## config.mk

```make
export PLATFORM = sky130hd
export DESIGN_NAME = acc_drain_flat
export DESIGN_NICKNAME = d
export VERILOG_FILES = /design/src/rtl/acc_drain_pkg.sv /design/src/rtl/acc_drain_if.sv /design/src/rtl/acc_drain_requant.sv /design/src/rtl/acc_drain.sv /design/src/flat_wrapper.sv
export SDC_FILE = /design/constraint.sdc
export NUM_CORES = 1
export LEC_CHECK = 0
export CORE_MARGIN = 3
export CORE_UTILIZATION = 45
export CTS_CLUSTER_SIZE = 28
export DETAILED_ROUTE_END_ITERATION = 8
export GPL_ROUTABILITY_DRIVEN = 0
export GPL_TIMING_DRIVEN = 0
export PLACE_DENSITY_LB_ADDON = 0.1
export SLEW_MARGIN = 20
export SYNTH_ARGS = -nofsm -noshare
export SYNTH_HDL_FRONTEND = slang
export SYNTH_SLANG_ARGS = --single-unit
```

## constraint.sdc

```tcl
create_clock -name clk -period 17 [get_ports clk]
set_input_delay 3.4 -clock clk [delete_from_list [all_inputs] [get_ports clk]]
set_output_delay 3.4 -clock clk [all_outputs]
set_load 0.05 [all_outputs]
```

## src/rtl/acc_drain_pkg.sv

```systemverilog
// Shared types and constants for the accumulator drain block.
package acc_drain_pkg;

  // Width of the requantization shift amount.
  localparam int SHIFT_W = 5;

  // Drain controller states.
  typedef enum logic [1:0] {
    IDLE = 2'd0,
    SEND = 2'd1,
    DONE = 2'd2
  } drain_state_e;

endpackage

```

## src/rtl/acc_drain_if.sv

```systemverilog
// Output element stream of the drain block.
// Handshake: a beat transfers on a rising edge where outValid and outReady
// are both high; while outValid is high and outReady low, the master holds
// outData/outRow/outCol/outLast stable, and outValid never drops without a
// transfer except on reset.
interface acc_drain_if #(
  parameter int ROWS     = 4,
  parameter int COLS     = 4,
  parameter int dataSize = 16
);
  localparam int RW = (ROWS > 1) ? $clog2(ROWS) : 1;
  localparam int CW = (COLS > 1) ? $clog2(COLS) : 1;

  logic                outValid;
  logic                outReady;
  logic [dataSize-1:0] outData;
  logic [RW-1:0]       outRow;
  logic [CW-1:0]       outCol;
  logic                outLast;

  modport master (
    output outValid, outData, outRow, outCol, outLast,
    input  outReady
  );

  modport slave (
    input  outValid, outData, outRow, outCol, outLast,
    output outReady
  );
endinterface

```

## src/rtl/acc_drain_requant.sv

```systemverilog
// Saturating arithmetic right shift of a signed accumulator into an
// unsigned-range output element: negatives clamp to 0, large values clamp
// to the largest positive dataSize-bit signed value.
module acc_requant
  import acc_drain_pkg::*;
#(
  parameter int accSize  = 32,
  parameter int dataSize = 16
) (
  input  logic signed [accSize-1:0] acc,
  input  logic [SHIFT_W-1:0]        shift,
  output logic [dataSize-1:0]       sat
);
  localparam int MAX_I = (1 << (dataSize - 1)) - 1;
  localparam logic signed [accSize-1:0] MAX_S = accSize'(MAX_I);

  logic signed [accSize-1:0] shifted;

  // Shift, then clamp into [0, 2^(dataSize-1)-1].
  always_comb begin
    shifted = acc >>> shift;
    if (shifted < 0) begin
      sat = '0;
    end else if (shifted > MAX_S) begin
      sat = dataSize'(MAX_I);
    end else begin
      sat = shifted[dataSize-1:0];
    end
  end
endmodule

```

## src/rtl/acc_drain.sv

```systemverilog
// Drains a ROWS x COLS PE accumulator array: snapshots all accumulators on
// start, pulses the PE clear, then streams requantized elements in
// row-major order over a valid/ready interface.
module acc_drain
  import acc_drain_pkg::*;
#(
  parameter int ROWS     = 4,
  parameter int COLS     = 4,
  parameter int accSize  = 32,
  parameter int dataSize = 16
) (
  input  logic                         clk,
  input  logic                         reset,
  input  logic                         start,
  input  logic [SHIFT_W-1:0]           shiftAmt,
  input  logic [ROWS*COLS*accSize-1:0] accIn,
  acc_drain_if.master                  out_if,
  output logic                         clearPe,
  output logic                         busy,
  output logic                         done,
  output drain_state_e                 dbg_state
);
  localparam int N  = ROWS * COLS;
  localparam int RW = (ROWS > 1) ? $clog2(ROWS) : 1;
  localparam int CW = (COLS > 1) ? $clog2(COLS) : 1;

  drain_state_e       state_q, state_d;
  logic [RW-1:0]      row_q, row_d;
  logic [CW-1:0]      col_q, col_d;
  logic [SHIFT_W-1:0] shift_q, shift_d;
  logic               clear_q, clear_d;

  // Snapshot buffer carries no reset; it is always written before use.
  logic [accSize-1:0] snap_q [N];

  logic               accept;
  logic               is_last;
  logic [accSize-1:0] sel_word;
  logic [dataSize-1:0] rq_data;

  assign accept  = (state_q == IDLE) && start;
  assign is_last = (row_q == RW'(ROWS - 1)) && (col_q == CW'(COLS - 1));

  // Next-state logic: start only in IDLE, advance on each handshake,
  // leave the index parked on the last element when moving to DONE.
  always_comb begin
    state_d = state_q;
    row_d   = row_q;
    col_d   = col_q;
    shift_d = shift_q;
    clear_d = 1'b0;
    case (state_q)
      IDLE: begin
        if (start) begin
          state_d = SEND;
          row_d   = '0;
          col_d   = '0;
          shift_d = shiftAmt;
          clear_d = 1'b1;
        end
      end
      SEND: begin
        if (out_if.outReady) begin
          if (is_last) begin
            state_d = DONE;
          end else if (col_q == CW'(COLS - 1)) begin
            col_d = '0;
            row_d = row_q + 1'b1;
          end else begin
            col_d = col_q + 1'b1;
          end
        end
      end
      DONE: begin
        state_d = IDLE;
      end
      default: begin
        state_d = IDLE;
      end
    endcase
  end

  // Control registers; reset aborts any drain immediately.
  always_ff @(posedge clk or posedge reset) begin
    if (reset) begin
      state_q <= IDLE;
      row_q   <= '0;
      col_q   <= '0;
      shift_q <= '0;
      clear_q <= 1'b0;
    end else begin
      state_q <= state_d;
      row_q   <= row_d;
      col_q   <= col_d;
      shift_q <= shift_d;
      clear_q <= clear_d;
    end
  end

  // Capture every accumulator on an accepted start.
  always_ff @(posedge clk) begin
    if (accept) begin
      for (int i = 0; i < N; i++) begin
        snap_q[i] <= accIn[i*accSize +: accSize];
      end
    end
  end

  // Select the snapshot word addressed by the current row/column.
  always_comb begin
    sel_word = '0;
    for (int r = 0; r < ROWS; r++) begin
      for (int c = 0; c < COLS; c++) begin
        if ((row_q == RW'(r)) && (col_q == CW'(c))) begin
          sel_word = snap_q[r*COLS + c];
        end
      end
    end
  end

  acc_requant #(
    .accSize  (accSize),
    .dataSize (dataSize)
  ) u_requant (
    .acc   (sel_word),
    .shift (shift_q),
    .sat   (rq_data)
  );

  assign out_if.outValid = (state_q == SEND);
  assign out_if.outData  = (state_q == SEND) ? rq_data : '0;
  assign out_if.outRow   = row_q;
  assign out_if.outCol   = col_q;
  assign out_if.outLast  = (state_q == SEND) && is_last;
  assign clearPe         = clear_q;
  assign busy            = (state_q != IDLE);
  assign done            = (state_q == DONE);
  assign dbg_state       = state_q;
endmodule

```

## src/flat_wrapper.sv

```systemverilog
// flat-port wrapper written by rule: the top's interface ports become plain ports
module acc_drain_flat import acc_drain_pkg::*;
#(
  parameter int ROWS     = 4,
  parameter int COLS     = 4,
  parameter int accSize  = 32,
  parameter int dataSize = 16
)
  (clk, reset, start, shiftAmt, accIn, clearPe, busy, done, dbg_state, out_if_outValid, out_if_outData, out_if_outRow, out_if_outCol, out_if_outLast, out_if_outReady);
  acc_drain_if #(.ROWS(ROWS), .COLS(COLS), .dataSize(dataSize)) out_if_i ();
  input  logic clk;
  input  logic reset;
  input  logic start;
  input  logic [SHIFT_W-1:0] shiftAmt;
  input  logic [ROWS*COLS*accSize-1:0] accIn;
  output logic clearPe;
  output logic busy;
  output logic done;
  output drain_state_e dbg_state;
  output wire logic [$bits(out_if_i.outValid)-1:0] out_if_outValid;
  output wire logic [$bits(out_if_i.outData)-1:0] out_if_outData;
  output wire logic [$bits(out_if_i.outRow)-1:0] out_if_outRow;
  output wire logic [$bits(out_if_i.outCol)-1:0] out_if_outCol;
  output wire logic [$bits(out_if_i.outLast)-1:0] out_if_outLast;
  input wire logic [$bits(out_if_i.outReady)-1:0] out_if_outReady;
  assign out_if_outValid = out_if_i.outValid;
  assign out_if_outData = out_if_i.outData;
  assign out_if_outRow = out_if_i.outRow;
  assign out_if_outCol = out_if_i.outCol;
  assign out_if_outLast = out_if_i.outLast;
  assign out_if_i.outReady = out_if_outReady;
  acc_drain #(.ROWS(ROWS), .COLS(COLS), .accSize(accSize), .dataSize(dataSize)) u_core (.clk(clk), .reset(reset), .start(start), .shiftAmt(shiftAmt), .accIn(accIn), .out_if(out_if_i), .clearPe(clearPe), .busy(busy), .done(done), .dbg_state(dbg_state));
endmodule
```

### Met2 routing, run 1

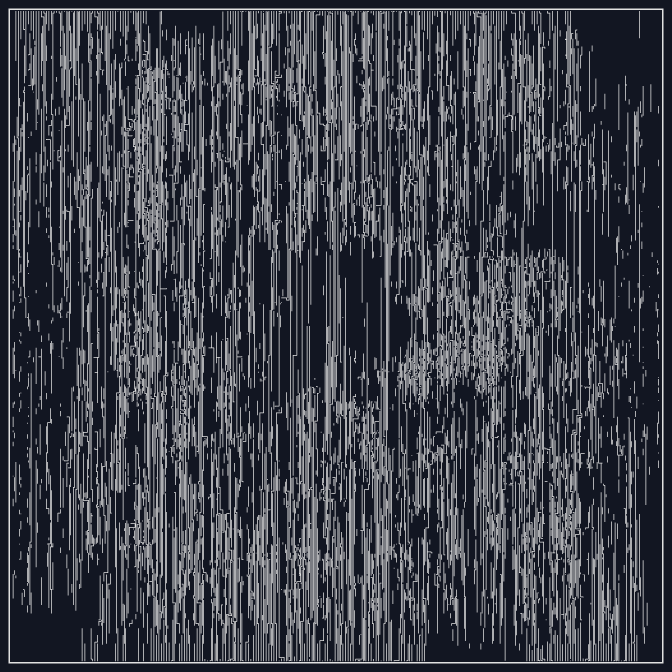
main direction: vertical
longest straight run: 112 um
wire length on this layer: 44.1 mm
share of all routed wire: 47%
nets with wire on the layer: 2524
GR Util met2: 52.5%
final wirelength: 92900 um

### Routing congestion map, run 1

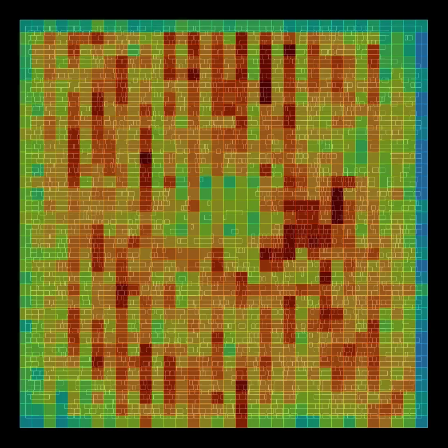
GR Util All Layers: 32.6%
met3 Usage GRT: 5.86%
met1 GRT Util: 44.2%

==> results.yml, run 1 <==
# flow metrics
run_status:
  status: "completed"
detailed_routing:
  wire_per_inst_um: 30.4
  dr.first_iter.drc_count: 2899
  met1_length_um: 36200
  ant_nets: 0
  met2_wirelength_um: 44100
  wl_met3_um: 9070
logic_synthesis:
  yosys_warnings: 0
  synth_cells: 1706
  ys_sh_simple_pct: 9.01
  ys_chip_area_um2: 23500
  yosysUniqueCellTypes: 83
  syn_area_per_cell_um2: 13.8
  syn_area_um2: 23500
  synth.area.top_cells: "edfxtp_1 65%, a221o_1 2.3%, nand2_1 1.8%, o21ai_0 1.7%, nor2b_1 1.5%"
  synth-xor-area-share_pct: 0
  top_logic_kind: "AND-OR/OR-AND gates"
  yosysMostFrequentCell: "edfxtp_1"
  top_area_cell: "edfxtp_1"
  mux_area_share_pct: 2.71
  fa_ha_area_share_pct: 0.425
  numSynthFlops: 524
grt:
  grt_pass1_wl_um: 131000
  grt_antenna_before_repair: 23
  grt_pass1_vias: 18940
cells_and_area:
  mostFrequentLayoutCells: "546 x clkdlybuf4s50_1, 512 x edfxtp_1, 113 x nand2_1"
  largest_class: "sequential cells"
  inv_count: 33
  seq_cell_count: 524
  logic_area_um2: 7120
  fillers: 4085
  comb_cells: 1023
  diodes: 19
critical_path:
  crit_buf_inv: 5
  required_ns: 13.60
  critPathKind: "reg -> out"
  critical_path.endpoint_type: "primary output"
  slowest_stage: "clkdlybuf4s50_1"
  cp_common_cell: "a221oi_1"
  cp.depth: 15
  critPathTopFamily: "AND-OR/OR-AND gates"
floorplanning:
  floorplan.core_util_pct: 45.7
  die_w_um: 235
min_path:
  min-delay-start: "u_core.dbg_state[0]$_DFFE_PP0P_"
  hold_path_depth: 2
  hold_path_class: "reg -> reg"
  holdPathEnd: "u_core.out_if.outCol[1]$_DFFE_PP0P_"
sta:
  fin_setup_tns_ns: 0
  setup_ws_ns: 6.95
  final_hold_viol_count: 0
  setup_violations: 0
  timing.fmax_ghz: 0.0995
power_and_ir_drop:
  p_per_area_nw_per_um2: 185
  p_sw_share_pct: 44.5
  power_leader: "combinational cells"
  p_sw_w: 0.00262
  pwr-share-seq_pct: 27.0
  clkPwrFrac_pct: 19.8
clock_network:
  cts_max_level: 2
  hold_buffers: 0
  cts_sinks: 524
  cts_resized: 0
  cts_buffer_depth: 3
### Logic cells by family, run 1

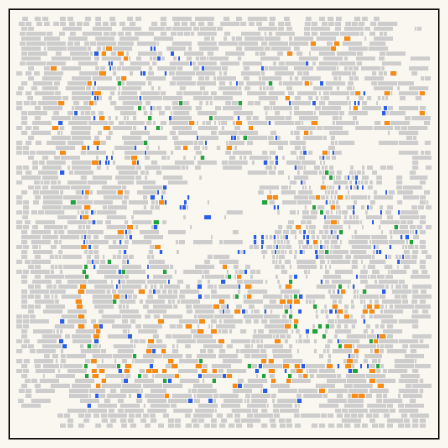
[green] and/or cells | cells: 59
[orange] non-inverting ao/oa cells | cells: 145 | where: all over the die
[blue] nand cells | cells: 199 | where: all over the die
Top cell excl fill/tap: clkdlybuf4s50_1
Non-Filler Instances: 3059
Comb/total area: 22.4%

==> run 2, diff against run 1 <==
==> constraint.sdc (replaced) <==
create_clock -name clk -period 10.1 [get_ports clk]
set_input_delay 2.02 -clock clk [delete_from_list [all_inputs] [get_ports clk]]
set_output_delay 2.02 -clock clk [all_outputs]
set_load 0.05 [all_outputs]
==> results.yml, run 2 <==
# flow metrics
grt:
  grtUsageMet1_pct: 44.2
  grt_usage_pct: 32.6
  grt_pass1_wl_um: 131000
  grt_pass1_vias: 18940
  overflow: 0
  grt_max_degree: 102
  use_met3_pct: 5.86
  grt_antenna_before_repair: 23
  use_met2_pct: 52.5
cells_and_area:
  nNonClkBuffers: 677
  comb_area_share_pct: 22.4
  mostFrequentLayoutCells: "546 x clkdlybuf4s50_1, 512 x edfxtp_1, 113 x nand2_1"
  nClkBuffers: 72
  seq_cell_count: 524
  fillers: 4085
  comb_cells: 1023
  diodes: 19
  largest_reg_flops: 512
  fin_cells: 3059
  layout_top_cell: "clkdlybuf4s50_1"
  largest_class: "sequential cells"
  logic_area_um2: 7120
placement:
  place.port_buffers: 546
detailed_routing:
  met2_wirelength_um: 44100
  ant_nets: 0
  wl_met3_um: 9070
  dr.first_iter.drc_count: 2899
  met1_length_um: 36200
  wl_um: 92900
sta:
  timing.fmax_ghz: 0.115
  fin_setup_tns_ns: 0
  rsz0062_at_grt: "false"
  final_hold_viol_count: 0
  clock_skew_ns: 0.0299
  setup_violations: 0
  setup_ws_ns: 1.43
logic_synthesis:
  yosysMostFrequentCell: "edfxtp_1"
  top_area_cell: "edfxtp_1"
  synth.area.top_cells: "edfxtp_1 65%, a221o_1 2.3%, nand2_1 1.8%, o21ai_0 1.7%, nor2b_1 1.5%"
  numSynthFlops: 524
  yosysUniqueCellTypes: 83
  async_reset_ff_share_pct: 2.29
  synth_cells: 1706
  fa_ha_area_share_pct: 0.425
  mux_area_share_pct: 2.71
  ys_sh_simple_pct: 9.01
  synth-xor-area-share_pct: 0
  syn_area_per_cell_um2: 13.8
  syn_area_um2: 23500
  yosys_warnings: 0
  top_logic_kind: "AND-OR/OR-AND gates"
  ys_chip_area_um2: 23500
min_path:
  min-delay-start: "u_core.dbg_state[0]$_DFFE_PP0P_"
  hold_path_class: "reg -> reg"
  holdPathEnd: "u_core.out_if.outCol[1]$_DFFE_PP0P_"
  hold_path_depth: 2
clock_network:
  cts_resized: 0
  cts_buffer_depth: 3
  hold_buffers: 0
  cts_setup_buffers: 0
  cts_max_level: 2
  cts_sinks: 524
power_and_ir_drop:
  combinationalPower_w: 0.00527
  p_per_area_nw_per_um2: 312
  p_sw_share_pct: 44.5
  p_sw_w: 0.00441
  clkPwrFrac_pct: 19.8
  pwr-share-seq_pct: 27.0
  power_leader: "combinational cells"
critical_path:
  critPathKind: "reg -> out"
  required_ns: 8.08
  r2r_cells: 12
  critical_path.endpoint_type: "primary output"
  crit_buf_inv: 5
  critPathTopFamily: "AND-OR/OR-AND gates"
  cp_common_cell: "a221oi_1"
  slowest_stage: "clkdlybuf4s50_1"
  cp.depth: 15
floorplanning:
  die_w_um: 235
run_status:
  status: "completed"
### Routing congestion map, run 2

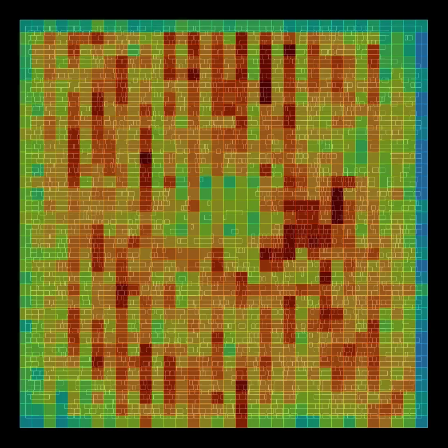
DR WL/cell: 30.4 um
busiest grt layer: met2
final core occ: 61.7%

### Cell area per tile, run 2

The die is cut into 23 by 23 equal tiles; white is low, dark blue is high, 0 to 100% covered.
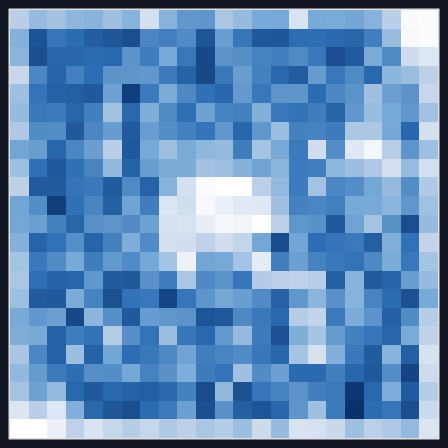
mean over tiles: 56%
nearly empty tiles: 1.3%
tiles over 75% full: 22%
fullest tile: 99%
core area: 51500 um^2
fp util: 45.7%

No activity file was given, so power comes from the tool's default toggle rates.
